Design cache_lru_flat, sky130hd; sources not shown.
### Layout detail, run 1

Region (20, 13) to (40, 33) um. Cells in gray, sequential cells in the stronger gray; small squares are vias.
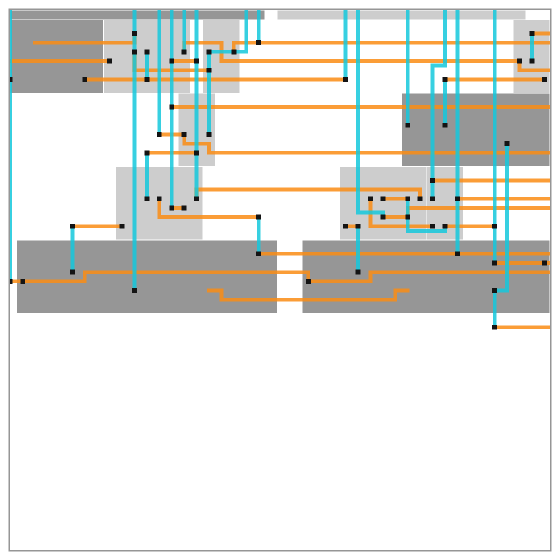
| color | layer |
|---|---|
| cyan | met2 |
| orange | met1 |
sequential cells in the window: 3
most frequent: nor2_1 (3), o22a_1 (3), dfstp_2 (2)
cells with their middle in the window: 10

### Clock nets, run 1

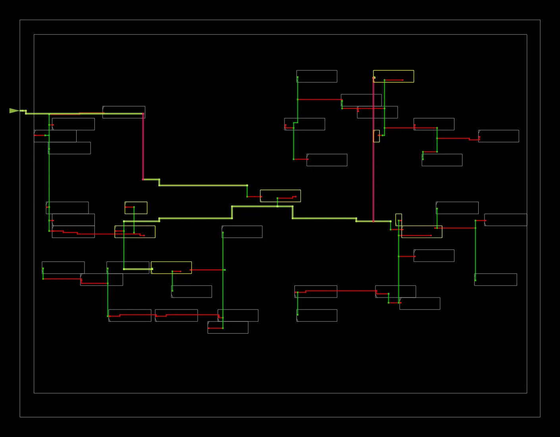
Clock Power: 179 uW
flop count: 32

### Routed metal, one color a layer, run 1

Scale bar: 20 um.
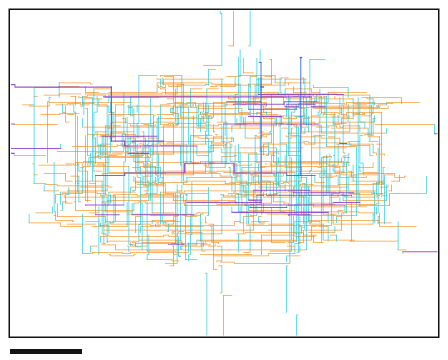
| color | layer | wire length |
|---|---|---|
| cyan | met2 | 2980 um |
| blue | met4 | 86.4 um |
| orange | met1 | 3980 um |
| purple | met3 | 554 um |
WL per Instance: 18.5 um
GRT Util Overall: 14.7%
final WL: 7.61 mm

### Clock distribution, run 1

Scale bar: 20 um.
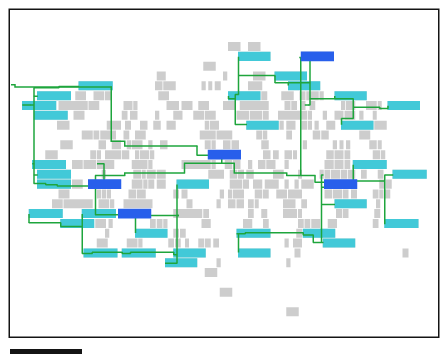
[cyan] flip-flops | count: 32
[green] clock wires | length: 568 um
[blue] cells driving clock nets | count: 5
routed clock nets: 6
clock power share: 34.2%
clk latency late pin: 0.28 ns

==> out/results.ini, run 1 <==
[status]
status = completed

[clock_tree]
path_clk_slew_ns = 0.05
ctsLongestPathBuffers = 2
cts_tree = yes
cts_sinks = 32
htreeDepth = 2
cts-root-buf = clkbuf_16
cts_made_buffers = 5

[drt]
drcViolationCount = 0
drtIter0Drc = 205
viasPerCell = 5.49
ant_nets = 0
drt_pass1_iterations = 4
vias = 2262

[worst_hold_path]
min_path_type = reg2reg
holdPathStages = 1

[floorplanning]
die_w_um = 118
dieArea_sq_um = 10700
io_pins = 12
die_height_um = 90.4
fp_util_pct = 25.9
core_area_sq_um = 9160
num_rows = 30

[finish]
fillers = 1013
final_area_sq_um = 2780
diodes = 0
area_growth_pct = 17.4
drive_gt1_share_pct = 15.8
largest_reg_flops = 32
logic_area_sq_um = 1470
seq_area_sq_um = 821
nets = 297

[logic_synthesis]
top_area_cell = dfstp_2
ys_ff = 32
ys_top_cells_by_count = 31 x o21ai_0, 29 x nor2_1, 16 x dfrtp_1, 16 x dfstp_2, 14 x clkbuf_1
mux_share_pct = 10.2
yosys_warnings = 0
flop_cell = dfstp_2
synthTopLogicFamily = AND-OR/OR-AND gates
avgSynthCellArea_sq_um = 8.95
top_area_share_pct = 17.7
async_reset_ff_share_pct = 100
simple_gate_area_share_pct = 19.1
synthXorXnorAreaFrac_pct = 1.48
edf_count = 0
area_leaders = dfstp_2 18%, dfrtp_1 17%, mux4_2 6.6%, o21ai_0 6.5%, nor2_1 4.6%
ys_sh_adder_pct = 2.11
synth.cell_area_sq_um = 2370
netlist_instances = 265
post-synth-top-count-cell = o21ai_0
synth_cell_type_count = 51
ys_cells = 265
syn-num-nets = 279
ys_area_sq_um = 2370
synthAoiAreaFrac_pct = 29.0
ys_seq_share_pct = 34.6

[timing]
worst_slack_ns = 3.58
worstMarginPinSlew_ns = 0.753
period_used_pct = 58.8
max_freq_ghz = 0.195
rsz0062_at_grt = no
fin_setup_tns_ns = 0
hold_violations = 0
relSlewSlack_pct = 49.3
setup_viol = 0
slew_violations = 0
min_period_ns = 5.12

[place]
hpwl_mm = 5.80
port_buffers = 11
pre_cts_ws_ns = 3.33
dpl_cell_area_sq_um = 2640
routabilityCongestion = 0.884

[global_routing]
grt_max_degree = 33
first_global_vias = 2160
grt_pass1_wl_mm = 12.3
grt.overflow.total = 0
antenna_found_initial = 0

[power_and_ir_drop]
power_switching_uw = 172
finalPower_uw = 524
leakage_uw = 0.00101
p_comb_share_pct = 29.7
p_per_area_nw_per_um2 = 188
internal_power_uw = 353
switching_share_pct = 32.7
ir_drop_v = 0.0000899
seq_power_share_pct = 36.2

[job]
log.warning_count = 26
cap_violations = 0

[setup_path]
crit_type = in2reg
r2r_slack_ns = 5.33
cp_max_fo = 10
crit_chain = clkdlybuf4s50_1 > buf_2 > clkbuf_1 > mux4_2 > mux4_2 > inv_1 > ha_1 > nor2_1 > o21a_1 > a311oi_1 > o21a_1 > or3_1 > o22a_1
critPathSlowestCell = clkdlybuf4s50_1
end_kind = flop
worst-r2r-cell-count = 10
crit_path_start_kind = input port
required_ns = 8.73
arrival_ns = 5.15
cpPeakStageDelay_ns = 0.58

run 1: cell type report:
class                           instances  area share, %
Inverter                                4          0.539
Sequential cell                        32           29.5
Timing Repair Buffer                   11           3.78
Buffer                                 17           2.43
Tap cell                              128           5.75
Clock buffer                            8           5.26
Multi-Input combinational cell        212           52.8
run 1: worst max-delay path: cells and delay by family:
family | cells | cell delay (ns)
buffers and inverters | 4 | 1.44
AND/OR/NAND/NOR | 2 | 0.29
AND-OR/OR-AND | 4 | 0.96
multiplexers | 2 | 0.91
adder cells (fa/ha/maj) | 1 | 0.24
run 1: per-stage QoR:
step / utilization [%] / hold slack, ns / instances
after floorplan: - / 0.280 / 265
after global placement: 28.9 / 0.296 / 404
after detailed placement: 28.8 / 0.293 / 404
after CTS: 30.4 / 0.304 / 412
after global routing: 30.4 / 0.307 / 412
final: 30.4 / 0.299 / 412
run 1: power by group through the flow:
stage          clock network, uW  registers [uW]  logic, uW
3_5_place_dp                   0             191        153
3_3_place_gp                   0             191        152
6_report                     179             190        155
4_1_cts                      183             189        154
2_1_floorplan                  0             186        111
5_1_grt                      191             192        172
run 1: logic make-up after synthesis:
kind of cell,Yosys count
buffers and inverters,21
AOI/OAI and AO/OA,100
and+or+nand+nor,89
muxes,15
adders and majority gates,4
DFF,32
xor gates and xnor gates,4
run 1: cell usage in the layout (no fill, tap or decap), types with 7 or more instances in the layout:
master,instances
nand3_1,7
clkbuf_1,16
clkdlybuf4s50_1,10
o21ai_0,31
dfstp_2,16
mux4_2,7
o31ai_1,7
o22a_1,8
nor3_1,8
nand2b_1,8
nor2_1,29
dfrtp_1,16
a21oi_1,7
nand2_1,13
run 1: layer usage:
layer / vias to the layer above / wire, um / global-route usage (%)
met4: 0 / 86 / 3.76
li1: 1053 / - / -
met1: 1124 / 3980 / 23.2
met5: - / 0 / 0
met3: 7 / 553 / 4.20
met2: 78 / 2980 / 19.3
==> run 2: changes to the inputs <==
==> constraint.sdc (replaced) <==
create_clock -name clk -period 4.8 [get_ports clk]
set_clock_uncertainty 0.2 [all_clocks]
set_input_delay 0.72 -clock clk [delete_from_list [all_inputs] [get_ports clk]]
set_output_delay 0.72 -clock clk [all_outputs]
set_load 0.02 [all_outputs]
### Clock nets, run 2

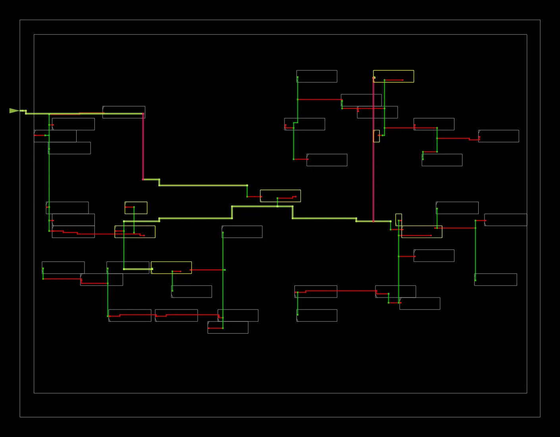
cts bufs inserted: 5
Clock Power: 325 uW

### Layout detail, run 2

Region (20, 13) to (40, 33) um. Cells in gray, sequential cells in the stronger gray; small squares are vias.
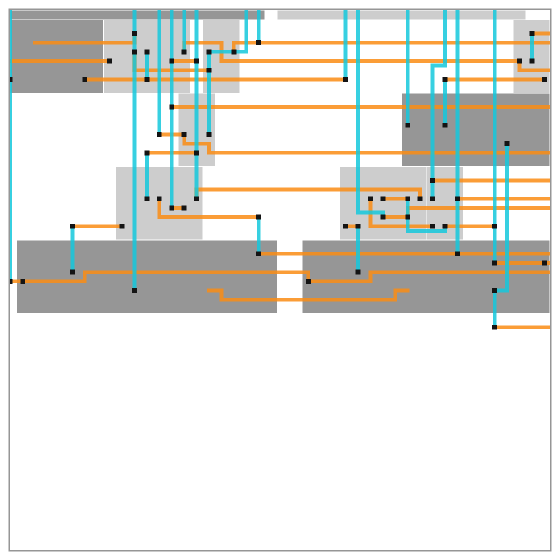
| color | layer |
|---|---|
| orange | met1 |
| cyan | met2 |
cells with their middle in the window: 10
most frequent: nor2_1 (3), o22a_1 (3), dfstp_2 (2)
sequential cells in the window: 3

### Ports around the boundary, run 2

Pins as bars across the die edge, other pins in gray.
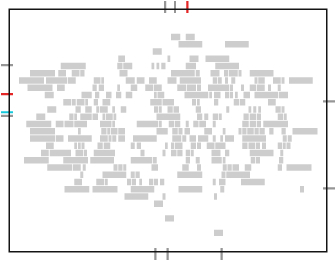
| color | port | pins | direction | edge |
|---|---|---|---|---|
| cyan | bus_flush | 1 | input | west |
| red | bus_update_set | 2 | input | 1 west, 1 north |
chip height: 90.4 um
Die Wd: 118 um
IO Port Bufs: 11

==> run 2 against run 1 <==
Effect of this change: clock power up 82%; non-clock buffer count unchanged; final cell count unchanged; combinational power up 82%; global-route usage unchanged; highest routed layer unchanged; clock-buffer cell count unchanged; synthesized cell count unchanged; synthesized area unchanged; largest cell class unchanged; register-to-register slack worse by 3.9 ns; power up 81%.
==> out/results.ini, run 2 <==
[logic_synthesis]
ys_seq_share_pct = 34.6  ; unchanged
area_leaders = dfstp_2 18%, dfrtp_1 17%, mux4_2 6.6%, o21ai_0 6.5%, nor2_1 4.6%
synth_cell_type_count = 51  ; unchanged
netlist_instances = 265  ; unchanged
flop_cell = dfstp_2
yosys_warnings = 0  ; unchanged
synth.cell_area_sq_um = 2370  ; unchanged
avgSynthCellArea_sq_um = 8.95  ; unchanged
ys_top_cells_by_count = 31 x o21ai_0, 29 x nor2_1, 16 x dfrtp_1, 16 x dfstp_2, 14 x clkbuf_1
ys_area_sq_um = 2370  ; unchanged
ys_cells = 265  ; unchanged
top_area_share_pct = 17.7  ; unchanged
post-synth-top-count-cell = o21ai_0
syn-num-nets = 279  ; unchanged
edf_count = 0  ; unchanged
ys_ff = 32  ; unchanged
async_reset_ff_share_pct = 100  ; unchanged
top_area_cell = dfstp_2

[drt]
routed_wl_mm = 7.61  ; unchanged
viasPerCell = 5.49  ; unchanged
drcViolationCount = 0  ; unchanged
ant_nets = 0  ; unchanged
drtIter0Drc = 205  ; unchanged
drt_pass1_iterations = 4  ; unchanged
routedWlPerCell_um = 18.5  ; unchanged
vias = 2262  ; unchanged

[setup_path]
end_kind = flop
arrival_ns = 4.56  ; -0.59 ns
crit_type = in2reg
r2r_slack_ns = 1.43  ; -3.90 ns
cp_max_fo = 10  ; unchanged
worst-r2r-cell-count = 10  ; unchanged
crit_path_start_kind = input port
required_ns = 4.83  ; -3.90 ns

[timing]
hold-worst-slack_ns = 0.299  ; unchanged
fin_setup_tns_ns = 0  ; unchanged
worstMarginPinSlew_ns = 0.753  ; unchanged
slew_violations = 0  ; unchanged
max_freq_ghz = 0.221
setup_viol = 0  ; unchanged
hold_violations = 0  ; unchanged
min_period_ns = 4.53
rsz0062_at_grt = no
relSlewSlack_pct = 49.3  ; unchanged
period_used_pct = 94.4

[power_and_ir_drop]
ir_drop_v = 0.000163  ; +81%
p_per_area_nw_per_um2 = 341  ; +81%
leakage_uw = 0.00101  ; unchanged

[finish]
final_cell_mix = 31 x o21ai_0, 29 x nor2_1, 16 x clkbuf_1, 16 x dfrtp_1, 16 x dfstp_2
seq_area_sq_um = 821  ; unchanged
drive_gt1_share_pct = 15.8  ; unchanged
diodes = 0  ; unchanged
final_common_cell = o21ai_0
fillers = 1013  ; unchanged
logic_area_sq_um = 1470  ; unchanged
largest_reg_flops = 32  ; unchanged
nets = 297  ; unchanged
area_growth_pct = 17.4  ; unchanged

[place]
routabilityCongestion = 0.884  ; unchanged
hpwl_mm = 5.80  ; unchanged

[clock_tree]
cts_sinks = 32  ; unchanged
cts_tree = yes
cts-root-buf = clkbuf_16
clkLatencyLatePin_ns = 0.28  ; about the same
htreeDepth = 2  ; unchanged
path_clk_slew_ns = 0.05  ; about the same
ctsLongestPathBuffers = 2  ; unchanged

[job]
log.warning_count = 26  ; unchanged
cap_violations = 0  ; unchanged

[global_routing]
grt_max_degree = 33  ; unchanged
busiest_layer = met1
globalRouteMet3Util_pct = 4.20  ; unchanged
first_global_vias = 2160  ; unchanged
antenna_found_initial = 0  ; unchanged
track_usage_pct = 14.7  ; unchanged
grt_pass1_wl_mm = 12.3  ; unchanged
use_met2_pct = 19.3  ; unchanged
grt.overflow.total = 0  ; unchanged
met1_usage_pct = 23.2  ; unchanged

[floorplanning]
fp_util_pct = 25.9  ; unchanged
dieArea_sq_um = 10700  ; unchanged
io_pins = 12  ; unchanged
core_area_sq_um = 9160  ; unchanged
num_rows = 30  ; unchanged

[status]
status = completed

[worst_hold_path]
min_path_type = in2async

run 2: final cells by class:
| cell class | instances | share of cell area [%] |
|---|---|---|
| Multi-Input combinational cell | 212 | 52.8 |
| Sequential cell | 32 | 29.5 |
| Tap cell | 128 | 5.75 |
| Clock buffer | 8 | 5.26 |
| Timing Repair Buffer | 11 | 3.78 |
| Buffer | 17 | 2.43 |
| Inverter | 4 | 0.539 |
run 2: cell families (layout without fill, tap and decap cells):
logic type	Yosys count	count (layout)	share of synthesized area, %
flops	32	32	34.6
simple gates	89	89	19.1
xor+xnor	4	4	1.48
fa+ha+maj	4	4	2.11
compound gates	100	100	29.0
mux	15	15	10.2
buf+inv	21	40	3.48
run 2: power breakdown:
group	internal (uW)	total, uW	switching, uW	leakage (uW)
Sequential	318	344	25.7	0.000389
Combinational	115	282	167	0.000552
Clock	207	325	118	0.0000712
Total	639	950	311	0.00101
run 2: metal layers:
layer / routed length, um / vias up / share of wire [%]
li1: - / 1053 / -
met1: 3980 / 1124 / 52
met2: 2980 / 78 / 39
met3: 553 / 7 / 7.3
met4: 86 / 0 / 1.1
met5: 0 / - / 0
run 2: stage by stage:
| stage | area [sq um] | setup slack (ns) | util, % | power [uW] | std cells |
|---|---|---|---|---|---|
| global placement | 2640 | 0.0623 | 28.9 | 623 | 404 |
| detailed placement | 2640 | 0.0182 | 28.8 | 624 | 404 |
| global route | 2780 | 0.0335 | 30.4 | 1000 | 412 |
| floorplan | 2370 | 1.14 | - | 538 | 265 |
| finish | 2780 | 0.268 | 30.4 | 950 | 412 |
| CTS | 2780 | 0.315 | 30.4 | 954 | 412 |
run 2: critical path: stages:
cell and delay, ns:
clkdlybuf4s50_1 0.58, buf_2 0.34, clkbuf_1 0.35, mux4_2 0.43, mux4_2 0.48, inv_1 0.17
ha_1 0.24, nor2_1 0.06, o21a_1 0.16, a311oi_1 0.30, o21a_1 0.34, or3_1 0.23
o22a_1 0.16
Power and IR drop assume default switching activity.
